### src/rtl/serial_word_tx_pkg.sv
// serial_word_tx shared types and defaults.
// Reused by the matching shift-in receiver.
package serial_word_tx_pkg;

  localparam int DEF_WIDTH = 16;
  localparam int DEF_DIV   = 4;

  typedef enum logic [1:0] {
    IDLE  = 2'd0,
    START = 2'd1,
    DATA  = 2'd2,
    STOP  = 2'd3
  } state_e;

  function automatic int cnt_width(input int n);
    return (n > 1) ? $clog2(n) : 1;
  endfunction

endpackage

### src/rtl/serial_word_tx_if.sv
// Parallel word handshake into serial_word_tx.
// master = producer, slave = transmitter.
interface serial_word_tx_if
  import serial_word_tx_pkg::*;
#(
  parameter int WIDTH = DEF_WIDTH
) ();

  logic [WIDTH-1:0] in_data;
  logic             in_valid;
  logic             in_ready;

  modport master (
    output in_data,
    output in_valid,
    input  in_ready
  );

  modport slave (
    input  in_data,
    input  in_valid,
    output in_ready
  );

endinterface

### src/rtl/serial_word_tx_bit_timer.sv
// Bit-time counter: counts 0..DIV-1, wraps.
// last is high in the final cycle of a bit.
module bit_timer
  import serial_word_tx_pkg::*;
#(
  parameter int DIV = DEF_DIV
) (
  input  logic clk,
  input  logic rst_n,
  input  logic clear,
  output logic last
);

  localparam int CW = cnt_width(DIV);
  localparam logic [CW-1:0] TOP = CW'(DIV - 1);

  logic [CW-1:0] r_cnt;

  assign last = (r_cnt == TOP);

  always_ff @(posedge clk or negedge rst_n) begin
    if (!rst_n) begin
      r_cnt <= '0;
    end else if (clear || last) begin
      r_cnt <= '0;
    end else begin
      r_cnt <= r_cnt + CW'(1);
    end
  end

endmodule

### src/rtl/serial_word_tx.sv
// Framed serial transmitter: start, data LSB first, stop.
// tx is registered, so it trails the FSM state by one cycle.
module serial_word_tx
  import serial_word_tx_pkg::*;
#(
  parameter int WIDTH = DEF_WIDTH,
  parameter int DIV   = DEF_DIV
) (
  input  logic             clk,
  input  logic             rst_n,
  serial_word_tx_if.slave  s_in,
  output logic             tx,
  output logic             busy
);

  localparam int IW = cnt_width(WIDTH);
  localparam logic [IW-1:0] LAST_IDX = IW'(WIDTH - 1);

  state_e           r_state;
  state_e           w_next;
  logic [WIDTH-1:0] r_shreg;
  logic [IW-1:0]    r_idx;
  logic             r_tx;
  logic             w_tx;
  logic             w_accept;
  logic             w_last;
  logic             w_clear;

  assign s_in.in_ready = (r_state == IDLE);
  assign w_accept      = s_in.in_ready & s_in.in_valid;
  assign w_clear       = (r_state == IDLE);
  assign busy          = (r_state != IDLE);
  assign tx            = r_tx;

  bit_timer #(
    .DIV (DIV)
  ) u_timer (
    .clk   (clk),
    .rst_n (rst_n),
    .clear (w_clear),
    .last  (w_last)
  );

  always_comb begin
    w_next = r_state;
    w_tx   = 1'b1;
    unique case (r_state)
      IDLE: begin
        if (w_accept) w_next = START;
      end
      START: begin
        w_tx = 1'b0;
        if (w_last) w_next = DATA;
      end
      DATA: begin
        w_tx = r_shreg[0];
        if (w_last && (r_idx == LAST_IDX))
          w_next = STOP;
      end
      STOP: begin
        if (w_last) w_next = IDLE;
      end
    endcase
  end

  always_ff @(posedge clk or negedge rst_n) begin
    if (!rst_n) begin
      r_state <= IDLE;
    end else begin
      r_state <= w_next;
    end
  end

  // Async reset drops tx high at once: an aborted frame gets no stop bit.
  always_ff @(posedge clk or negedge rst_n) begin
    if (!rst_n) begin
      r_tx <= 1'b1;
    end else begin
      r_tx <= w_tx;
    end
  end

  always_ff @(posedge clk or negedge rst_n) begin
    if (!rst_n) begin
      r_shreg <= '0;
      r_idx   <= '0;
    end else if (w_accept) begin
      r_shreg <= s_in.in_data;
      r_idx   <= '0;
    end else if ((r_state == DATA) && w_last) begin
      r_shreg <= r_shreg >> 1;
      r_idx   <= (r_idx == LAST_IDX) ? '0 : r_idx + IW'(1);
    end
  end

endmodule
### src/flat_wrapper.sv
// flat-port wrapper written by rule: the top's interface ports become plain ports
module serial_word_tx_flat import serial_word_tx_pkg::*;
#(
  parameter int WIDTH = DEF_WIDTH,
  parameter int DIV   = DEF_DIV
)
  (clk, rst_n, tx, busy, s_in_in_data, s_in_in_valid, s_in_in_ready);
  serial_word_tx_if #(.WIDTH(WIDTH)) s_in_i ();
  input  logic clk;
  input  logic rst_n;
  output logic tx;
  output logic busy;
  input wire logic [$bits(s_in_i.in_data)-1:0] s_in_in_data;
  input wire logic [$bits(s_in_i.in_valid)-1:0] s_in_in_valid;
  output wire logic [$bits(s_in_i.in_ready)-1:0] s_in_in_ready;
  assign s_in_i.in_data = s_in_in_data;
  assign s_in_i.in_valid = s_in_in_valid;
  assign s_in_in_ready = s_in_i.in_ready;
  serial_word_tx #(.WIDTH(WIDTH), .DIV(DIV)) u_core (.clk(clk), .rst_n(rst_n), .s_in(s_in_i), .tx(tx), .busy(busy));
endmodule
### config.mk
export PLATFORM = sky130hd
export DESIGN_NAME = serial_word_tx_flat
export DESIGN_NICKNAME = d
export VERILOG_FILES = /design/src/rtl/serial_word_tx_pkg.sv /design/src/rtl/serial_word_tx_if.sv /design/src/rtl/serial_word_tx_bit_timer.sv /design/src/rtl/serial_word_tx.sv /design/src/flat_wrapper.sv
export SDC_FILE = /design/constraint.sdc
export NUM_CORES = 1
export LEC_CHECK = 0
export CAP_MARGIN = 20
export CORE_UTILIZATION = 35
export CTS_CLUSTER_SIZE = 8
export DETAILED_ROUTE_END_ITERATION = 10
export PLACE_DENSITY = 0.65
export SLEW_MARGIN = 40
export SYNTH_ARGS = -nofsm -noshare
export SYNTH_HDL_FRONTEND = slang
export SYNTH_SLANG_ARGS = --single-unit
export TNS_END_PERCENT = 50
### constraint.sdc
create_clock -name clk -period 2.3 [get_ports clk]
set_input_delay 0.345 -clock clk [delete_from_list [all_inputs] [get_ports clk]]
set_output_delay 0.345 -clock clk [all_outputs]
set_load 0.05 [all_outputs]
==> run_results.csv <==
group,metric,value,unit
setup_path,critPathLaunch,"u_core.tx",
clock_tree,clock_latency,0.27,ns
global_routing,grt_pass1_vias,898,
final_layout,layout.cells.most_common_list,"dfrtp_1 (24), nand2_1 (21), clkdlybuf4s50_1 (19), o21ai_1 (16), mux2i_1 (15)",
sta,slew_headroom,0.6759,
synth,netlist.area_leader.share,0.4629,
power,combPwrFrac,0.451,
sta,fin_hold_ws,0.4352,ns
clock_tree,cts_hold_buf,0,
power,clock_power_share,0.137,
clock_tree,numCtsBuffers,3,
clock_tree,cts_resized,0,
synth,synth_nets,144,
floorplanning,dieArea,0.003955,mm2
setup_path,endpoint,"tx",
synth,ys_seq_frac,0.4831,
clock_tree,cts_sinks,25,
synth,ys_cells,118,
floorplanning,coreArea,0.003442,mm2
setup_path,cp_slowest_cell,"clkdlybuf4s50_1",
synth,ys_area,0.001297,mm2
final_layout,layout_top_cell,"dfrtp_1",
sta,worst_pin_slew,0.4847,ns
sta,rsz0062_at_grt,"no",
detailed_routing,drt_iter0_drc,21,
global_routing,grt_remaining_overflow,0,
setup_path,crit_path_start_kind,"register",
placement,hpwl,1538,um
clock_tree,cts.htree.levels,1,
synth,ys.warnings.count,0,
clock_tree,post_cts_buffers,0,
outcome,status,"finished clean",
setup_path,crit_fanout,1,
final_layout,postLayoutCoreUtil,0.4511,
final_layout,finalNonFillerCells,184,
setup_path,crit_family,"buffers and inverters",
power,sequentialPowerShare,0.411,
setup_path,r2r_cells,5,
setup_path,arrival,1.57,ns
floorplanning,rows,21,
final_layout,areaGrowthSynthToFinish,19.67,%
sta,clock.fmax,521.1,MHz
power,power.switching,0.7051,mW
placement,dpl_cell_area,0.001508,mm2
job,maxCapViolCount,0,
power,p_sw_frac,0.3778,
power,p_int,1.161,mW
synth,ys_sh_xor,0.006750,
sta,finalMaxSlewViolations,0,
min_path,min_path_type,"in2async",
synth,ys_sh_aoi,0.1389,
setup_path,path_depth,1,
clock_tree,root_buffer,"clkbuf_8",
final_layout,final_area,0.001553,mm2
final_layout,reg_top3,"u_core.r_shreg: 16 flops, u_core.r_idx: 4 flops",
detailed_routing,met1_length,988,um
placement,dp.cells,180,
final_layout,antenna_cells,0,
clock_tree,cts.clk_slew.worst_paths,0.09,ns
final_layout,final_net_count,165,
synth,netlist_area,0.001297,mm2
power,power-per-cell-area,1202,mW/mm2
detailed_routing,met3WireLength,107,um
job,tool_warnings,30,
power,p_total,1.866,mW
synth,yosys.area_share.adder,0.06750,
sta,finalCritPeriodShare,0.8343,
synth,synth_flops,25,
detailed_routing,ant_nets,0,
detailed_routing,dr_wl_met2,1016,um
placement,post-place-ws,0.5346,ns
power,power_leakage,0.7704,nW
sta,hold_viol_final,0,
global_routing,track_usage,0.1252,
floorplanning,fp_util,0.3770,
sta,finalSetupViolCount,0,
clock_tree,cts_buffer_depth,2,
synth,synth_cell_types,26,
final_layout,largest_register_ff_count,16,
sta,tns,0,ns
synth,simple_gate_share,0.1128,
clock_tree,cts_tree,"yes",
detailed_routing,post_drt_wl_per_cell,11.65,um
==> synth_stat cells <==
cell      instances
o32a_1            1
a311o_1           1
inv_1             4
a21oi_1           4
nor3b_1           1
dfrtp_1          24
a221oi_4          1
o21ai_0           2
nor3_1            1
o21ai_1          16
xor2_1            1
or3_1             1
nor2_1            1
buf_6             4
and2_1            1
o21ba_4           1
buf_4             3
nand2_1          21
dfstp_2           1
nand4_2           1
ha_1              7
mux2i_1          15
nand2_4           1
nand3_1           3
mux2_4            1
a21o_1            1
==> power groups by stage <==
stage	Clock [mW]	Combinational (mW)	Sequential [mW]
after detailed placement	0	0.855	0.781
after floorplan	0	0.689	0.777
after CTS	0.269	0.858	0.772
final	0.256	0.842	0.768
after global routing	0.286	0.935	0.794
after global placement	0	0.821	0.769
==> layout make-up <==
type	instances	share of cell area
timing repair buffer	23	0.1418
clock buffer	4	0.02901
tap	46	0.03707
inverter	4	0.009670
multi-input combinational	82	0.3787
sequential	25	0.4037
==> worst min-delay path by stage <==
stage,startpoint,slack (ns),endpoint,cells past startpoint
3_3_place_gp,u_core.u_timer.r_cnt[0],0.43,u_core.u_timer.r_cnt[0],1
3_5_place_dp,u_core.u_timer.r_cnt[0],0.45,u_core.u_timer.r_cnt[0],1
4_1_cts,rst_n,0.45,u_core.r_state[1],2
5_1_grt,rst_n,0.46,u_core.r_state[1],2
6_report,rst_n,0.44,u_core.r_state[1],2
2_1_floorplan,rst_n,0.05,u_core.r_idx[0],0
==> metal layers <==
| layer | global-route usage | vias to the layer above |
|---|---|---|
| met5 | 0 | - |
| met4 | 0.04360 | 0 |
| met3 | 0.04197 | 5 |
| met2 | 0.2097 | 23 |
| met1 | 0.1479 | 414 |
| li1 | - | 446 |
==> images/floorplan.png <==
Bar = 20 um. Pins as bars on the die edge.
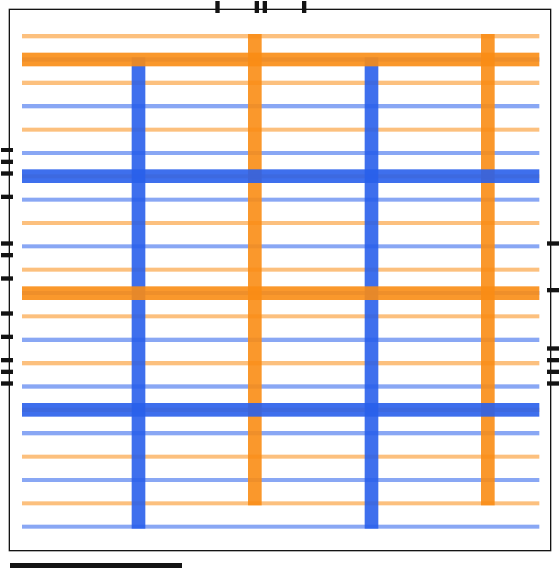
VSS: shown in blue. VDD: shown in orange.
4 straps on met5. 4 straps on met4. 22 met1 rails follow the rows. 22 signal pins sit on the boundary. The core has 21 rows.

==> images/class_map.png <==
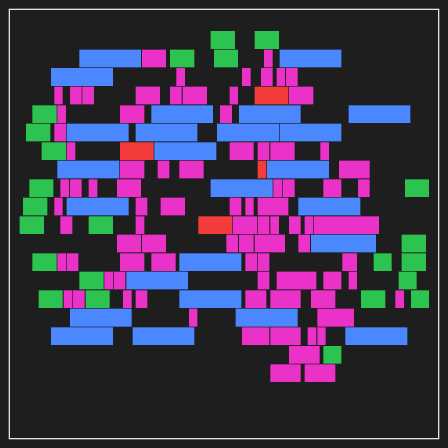
registers: shown in blue, cells 25. remaining logic cells: shown in magenta, cells 86. clock drivers and dummy loads: shown in red, cells 4. remaining buffers and delay cells: shown in green, cells 23.

==> images/clock_wires.png <==
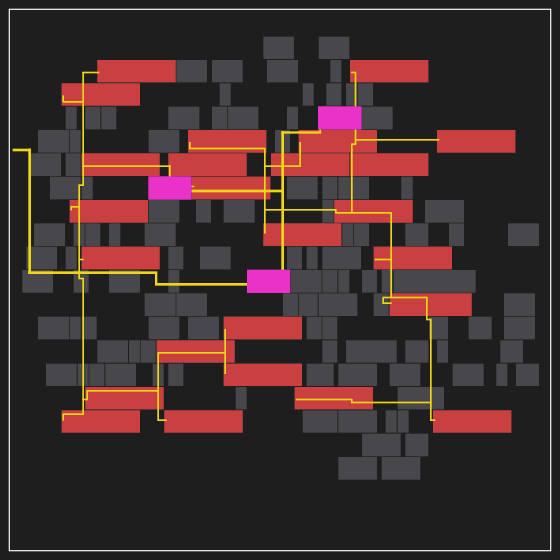
flip-flops: shown in red, count 25. clock wires: shown in yellow, length 297 um. clock-net drivers: shown in magenta, count 3.
There are 4 routed clock nets.

==> images/layers.png <==
Bar = 20 um.
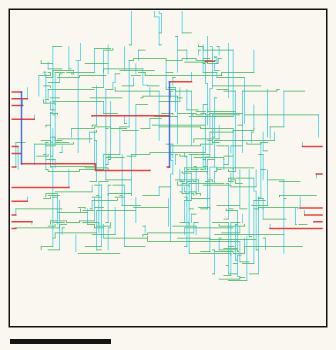
M3: shown in red, wire length 108 um. M4: shown in blue, wire length 31.3 um. M1: shown in green, wire length 989 um. M2: shown in cyan, wire length 1020 um.

No activity file was given, so power comes from the tool's default toggle rates.
